Figure 1. Signal wires on met3 (run 1).
(10 px per um)
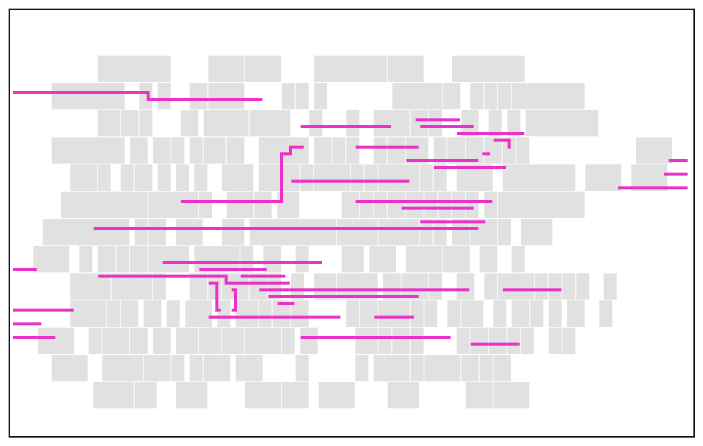
Figure 2. Wire density map (run 1).
(6 px per um) The die is cut into 14 by 9 equal tiles; dark purple is low, yellow is high, scaled to the fullest tile. Values are wire area over tile area, all layers added.
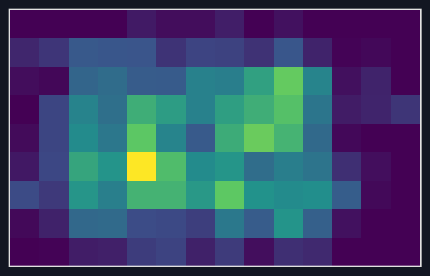
Figure 3. Pin placement (run 1).
(8 px per um) Pins as bars across the die edge, other pins in gray.
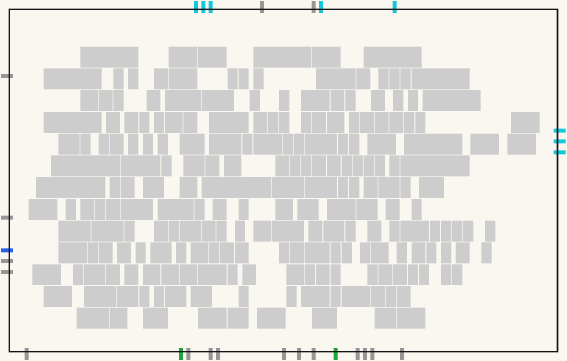
## config.mk

```make
export PLATFORM = sky130hd
export DESIGN_NAME = i2c_slave_controller
export DESIGN_NICKNAME = d
export VERILOG_FILES = /design/src/rtl/i2c_pkg.sv /design/src/rtl/i2c_slave_controller.sv
export SDC_FILE = /design/constraint.sdc
export NUM_CORES = 1
export LEC_CHECK = 0
export ABC_AREA = 1
export CAP_MARGIN = 10
export CORE_ASPECT_RATIO = 0.6
export CORE_MARGIN = 2
export CORE_UTILIZATION = 40
export DETAILED_ROUTE_END_ITERATION = 6
export GPL_TIMING_DRIVEN = 0
export PLACE_DENSITY = 0.7
export SYNTH_ARGS = -nofsm -noshare
export SYNTH_HDL_FRONTEND = slang
export SYNTH_SLANG_ARGS = --single-unit
```

## constraint.sdc

```tcl
create_clock -name clk -period 1.9 [get_ports clk]
set_input_delay 0.38 -clock clk [delete_from_list [all_inputs] [get_ports clk]]
set_output_delay 0.38 -clock clk [all_outputs]
set_load 0.005 [all_outputs]
```

## src/rtl/i2c_pkg.sv

```systemverilog
// Shared types and constants for the I2C read-only slave: FSM states,
// SDA mux select codes and the fixed target address.
package i2c_pkg;

   typedef enum logic [3:0] {
      IDLE       = 4'd0,
      RX_ADDR    = 4'd1,
      CHECK_ADDR = 4'd2,
      ACK_ADDR   = 4'd3,
      NACK_ADDR  = 4'd4,
      LOAD       = 4'd5,
      SEND       = 4'd6,
      WAIT_ACK   = 4'd7,
      CHECK_MACK = 4'd8,
      WAIT_DONE  = 4'd9,
      DRAIN      = 4'd10
   } state_t;

   // SDA mux: release, drive 0, drive 1, drive tx shifter bit
   typedef enum logic [1:0] {
      SDA_IDLE = 2'b00,
      SDA_ACK  = 2'b01,
      SDA_NACK = 2'b10,
      SDA_TX   = 2'b11
   } sda_mode_t;

   localparam logic [6:0] SLAVE_ADDR = 7'b1111000;

endpackage

```

## src/rtl/i2c_slave_controller.sv

```systemverilog
// Main FSM of the read-only I2C slave: sequences address check, ACK/NACK,
// FIFO pops and byte transmission for one transaction at a time.
module i2c_slave_controller
   import i2c_pkg::*;
#(
   parameter int CNT_W = 8
) (
   input  logic             clk,
   input  logic             rst,
   input  logic             start_found,
   input  logic             stop_found,
   input  logic             address_match,
   input  logic             rw_mode,
   input  logic             byte_received,
   input  logic             ack_prep,
   input  logic             check_ack,
   input  logic             ack_done,
   input  logic             sda_in,
   input  logic             tx_empty,
   output logic             rx_enable,
   output logic             timer_active,
   output logic             load_data,
   output logic             read_enable,
   output logic             tx_enable,
   output logic [1:0]       sda_mode,
   output logic             busy,
   output logic [CNT_W-1:0] byte_count
);

   state_t           state_reg, state_next;
   logic [CNT_W-1:0] byte_count_reg, byte_count_next;
   sda_mode_t        sda_sel;

   // ack_prep only matters to the timer; the FSM advances on check_ack instead
   logic unused_inputs;
   assign unused_inputs = ack_prep;

   always_ff @(posedge clk) begin
      if (rst) begin
         state_reg      <= IDLE;
         byte_count_reg <= '0;
      end else begin
         state_reg      <= state_next;
         byte_count_reg <= byte_count_next;
      end
   end

   always_comb begin
      state_next      = state_reg;
      byte_count_next = byte_count_reg;
      if (stop_found) begin
         state_next = IDLE;
      end else if (start_found) begin
         state_next      = RX_ADDR;
         byte_count_next = '0;
      end else begin
         case (state_reg)
            IDLE:       ;
            RX_ADDR:    if (byte_received) state_next = CHECK_ADDR;
            CHECK_ADDR: state_next = (address_match && rw_mode && !tx_empty) ? ACK_ADDR : NACK_ADDR;
            ACK_ADDR:   if (ack_done) state_next = LOAD;
            NACK_ADDR:  if (ack_done) state_next = IDLE;
            LOAD:       state_next = SEND;
            SEND:       if (byte_received) state_next = WAIT_ACK;
            WAIT_ACK:   if (check_ack) state_next = CHECK_MACK;
            CHECK_MACK: begin
               if (!sda_in) begin
                  state_next = WAIT_DONE;
                  if (byte_count_reg != {CNT_W{1'b1}})
                     byte_count_next = byte_count_reg + 1'b1;
               end else begin
                  state_next = IDLE;
               end
            end
            WAIT_DONE:  if (ack_done) state_next = tx_empty ? DRAIN : LOAD;
            DRAIN:      ;
            default:    state_next = IDLE;
         endcase
      end
   end

   always_comb begin
      rx_enable    = 1'b0;
      timer_active = (state_reg != IDLE);
      load_data    = 1'b0;
      read_enable  = 1'b0;
      tx_enable    = 1'b0;
      sda_sel      = SDA_IDLE;
      case (state_reg)
         RX_ADDR:   rx_enable = 1'b1;
         ACK_ADDR:  sda_sel = SDA_ACK;
         NACK_ADDR: sda_sel = SDA_NACK;
         LOAD: begin
            load_data   = 1'b1;
            read_enable = 1'b1;
            sda_sel     = SDA_TX;
         end
         SEND: begin
            tx_enable = 1'b1;
            sda_sel   = SDA_TX;
         end
         DRAIN:     sda_sel = SDA_NACK;
         default:   ;
      endcase
   end

   assign sda_mode   = sda_sel;
   assign busy       = (state_reg != IDLE);
   assign byte_count = byte_count_reg;

endmodule

```

==> ci_impl_report.md, run 1 <==
## PnR job results

| Metric | Value |
|---|---|
| Number of warning messages in the logs | `27` |
| Internal Pwr Total | `443.5 uW` |
| Count of library flops with an enable pin | `0` |
| Met2 wire length | `1467 um` |
| H-Tree Depth | `1` |
| Switching Power | `146.4 uW` |
| WL met1 | `1446 um` |
| Final setup violating endpoints | `0` |
| Clock root buffer master | `sky130_fd_sc_hd__clkbuf_8` |
| Cell types with the largest area share after synthesis | `sky130_fd_sc_hd__dfxtp_1 (24%), sky130_fd_sc_hd__nand2_1 (16%), sky130_fd_sc_hd__nor2_1 (12%)` |
| # DRC | `0` |
| Latest clock arrival within the worst-skew pair | `240 ps` |
| Period utilization | `97.83%` |
| Hold Path Class | `flip-flop to flip-flop` |
| Clock buffers created by TritonCTS | `3` |
| Slew margin rel. | `77.52%` |
| Final ANT Viol Nets | `0` |
| Tightest hold margin | `519.5 ps` |
| Number of nets in the layout | `230` |
| Min Tclk post-route | `1859 ps` |
| Antenna diodes | `0` |
| Antenna violations before repair | `0` |
| XOR/XNOR share of the synthesized area | `0%` |
| WP data arrival | `1480 ps` |
| FF+latch area | `255.2 um2` |
| Most utilized layer in the global route result | `met1` |
| CTS tree | `done` |
| Share of power burned in the clock network | `37.5%` |
| Clock transition at the registers of the reported paths | `50 ps` |
| Status | `finished clean` |
| Final WS setup | `41.29 ps` |
| Top Metal Used | `met4` |
| Synth Cell Area | `993.5 um2` |
| Slowest cell on crit path | `sky130_fd_sc_hd__dfxtp_4` |
| Post-CTS resize count | `20` |
| Vias per Instance | `5.229` |
| Library cell with the highest instance count after synthesis | `sky130_fd_sc_hd__nand2_1` |
| Crit-path max cell delay | `360 ps` |
| Power dissipated in sequential cells | `262 uW` |
| Sequential share of power | `44.4%` |
| Met2 capacity usage during global routing | `32.23%` |
| Wire length of the first global-routing pass | `4899 um` |
| CP Launch Type | `flip-flop` |
| Critical path fanouts, max | `5` |
| Number of hold-slack violations in the final timing report | `0` |
| Clock sinks | `12` |
| Share of synthesized cell area in and, or, nand and nor gates | `51.51%` |
-- Figure 1 (at the start) --
share of all routed wire: 9.9%
wire length on this layer: 320 um
longest straight run: 38.2 um
main direction: horizontal
number of vias after detailed routing: 1281
aggregate routed wire length: 3240 um
M3 GR Usage: 4.839%

-- Figure 2 (at the start) --
densest ninth of the die: center
tiles over half the peak: 18%
mean over tiles: 0.18
nearly empty tiles: 20%
fullest tile: 0.72
detail-routed net length per standard cell: 13.22 um
Tot GR Track Use: 22.94%

-- Figure 3 (at the start) --
legend:
  green:
    port: `sda_mode`
    pins: 2
    direction: output
    edge: south
  cyan:
    port: `byte_count`
    pins: 8
    direction: output
    edge: 5 north, 3 east
  blue:
    port: `tx_empty`
    pins: 1
    direction: input
    edge: west
vertical extent of the die: 42.61 um
horizontal extent of the die: 68.34 um
# port buffers: 25

-- run 1: stage by stage --
step / area (um2) / instances
2_1_floorplan: 993.5 / 175
4_1_cts: 1445 / 242
5_1_grt: 1494 / 245
6_report: 1494 / 245
3_3_place_gp: 1281 / 230
3_5_place_dp: 1281 / 230
-- run 1: final timing paths --
kind	start	end	slack, ps	cells past startpoint
max reg2reg	byte_count[0]	byte_count[4]	280	10
max	state_reg[1]	sda_mode[0]	40	8
min	state_reg[1]	state_reg[1]	520	2
min reg2reg	state_reg[1]	state_reg[1]	520	2
-- run 1: area by class of cell --
class,instances,share of cell area [%]
multi-input combinational,139,47.49
timing repair buffer,37,23.03
sequential,12,17.09
inverter,21,5.779
clock buffer,3,2.764
tap,30,2.513
buffer,3,1.340
Figure 4. Clock wiring as the flow saved it (run 1).
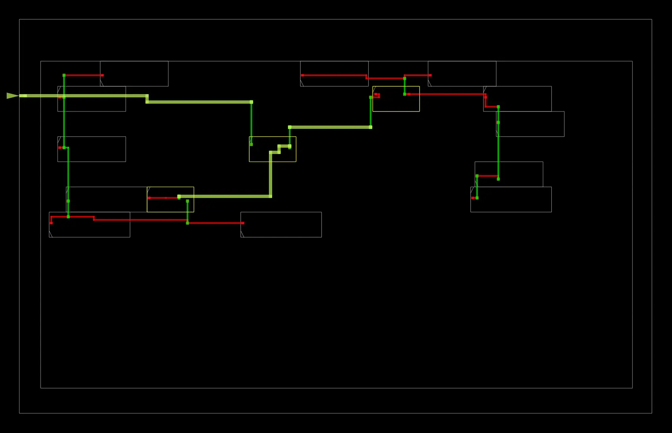

--- run 2 (diff from run 1) ---
--- a/config.mk
+++ b/config.mk
@@ -7,7 +7,7 @@
 export LEC_CHECK = 0
 export ABC_AREA = 1
 export CAP_MARGIN = 10
-export CORE_ASPECT_RATIO = 0.6
+export CORE_ASPECT_RATIO = 0.8
 export CORE_MARGIN = 2
 export CORE_UTILIZATION = 40
 export DETAILED_ROUTE_END_ITERATION = 6
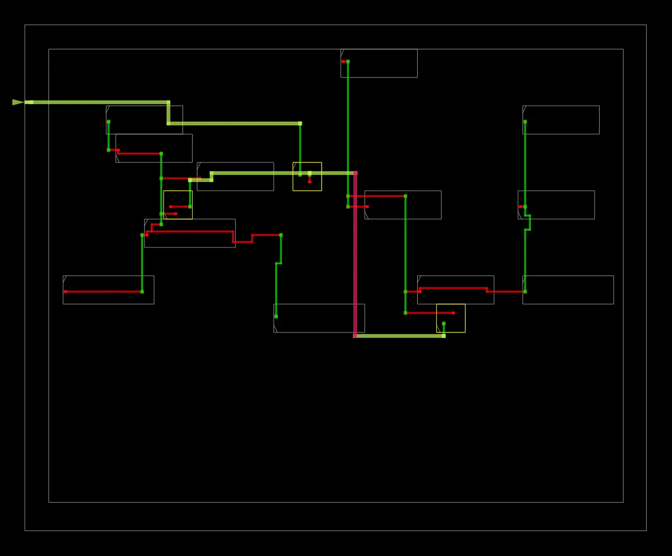
Figure 5: run 2, clock wiring as the flow saved it.
Clock group: 166 uW
setup skew after layout: 4.785 ps
clock sinks: 12
latest clock arrival within the worst-skew pair: 280 ps

==> ci_impl_report.md, run 2 <==
## PnR job results

| Metric | Value |
|---|---|
| Cell group occupying the most layout area | `logic gates` |
| Worst hold path stage count | `4 (+2)` |
| Vertical extent of the die | `48.58 um (+14%)` |
| Slowest cell on crit path | `sky130_fd_sc_hd__clkdlybuf4s50_1` |
| Endpoint of the worst-slack reg-to-reg timing path | `state_reg[2]` |
| # port buffers | `25 (unchanged)` |
| Status | `finished clean` |
| Horizontal extent of the die | `59.72 um (-13%)` |
| R2R setup slack | `300 ps (+20 ps)` |
| Share of power burned in the clock network | `30.9% (-6.6 points)` |
| Final instance area | `1489 um2 (-0.33%)` |
| Inverter tally of the final layout excluding the clock network | `21 (unchanged)` |
| Clock buffers created by TritonCTS | `3 (unchanged)` |
| Critical path fanouts, max | `5 (unchanged)` |
| Slew margin rel. | `79.54% (+2.0 points)` |
| Post-CTS resize count | `21 (+5.0%)` |
| Final cell count without fillers | `244 (-0.41%)` |
| Vias per Instance | `5.361 (+2.5%)` |
| Number of warning messages in the logs | `29 (+7.4%)` |
| Final ANT Viol Nets | `0 (unchanged)` |
| Min Tclk post-route | `1880 ps (+21.12 ps)` |
| Well-Tap Cells | `27 (-10%)` |
| Crit-path max cell delay | `510 ps (+150 ps)` |
| Count of library flops with an enable pin | `0 (unchanged)` |
| Clock transition at the registers of the reported paths | `80 ps (+30 ps)` |
| Power dissipated in sequential cells | `261 uW (about the same)` |
| Register share of the cell area | `17.14% (+0.057 points)` |
| Top Metal Used | `met4` |
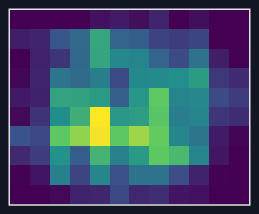
Figure 6: run 2, wire density map.
(4 px per um) The die is cut into 12 by 10 equal tiles; dark purple is low, yellow is high, scaled to the fullest tile. Values are wire area over tile area, all layers added.
detail-routed net length per standard cell: 13.15 um
aggregate routed wire length: 3208 um
Tot GR Track Use: 21.20%
number of vias after detailed routing: 1308

[run 2: cell counts after synthesis]
Identical to the previous run, type by type.
[run 2: cell families (layout without fill, tap and decap cells)]
logic type / after synthesis / count (layout) / share of synthesized area (%)
compound gates: 23 / 23 / 12.60
fa+ha+maj: 1 / 1 / 1.259
buf+inv: 24 / 66 / 10.45
flops: 12 / 12 / 24.18
simple gates: 115 / 115 / 51.51
[run 2: worst max-delay path by stage]
stage                         end  depth (start not counted)  slack [ps]
floorplan           byte_count[5]                         10         510
global route          sda_mode[0]                          7         -40
CTS                  timer_active                          4        -100
global placement      sda_mode[0]                          6          30
finish                  tx_enable                          4          20
detailed placement    sda_mode[0]                          6           7
No activity file was given, so power comes from the tool's default toggle rates.
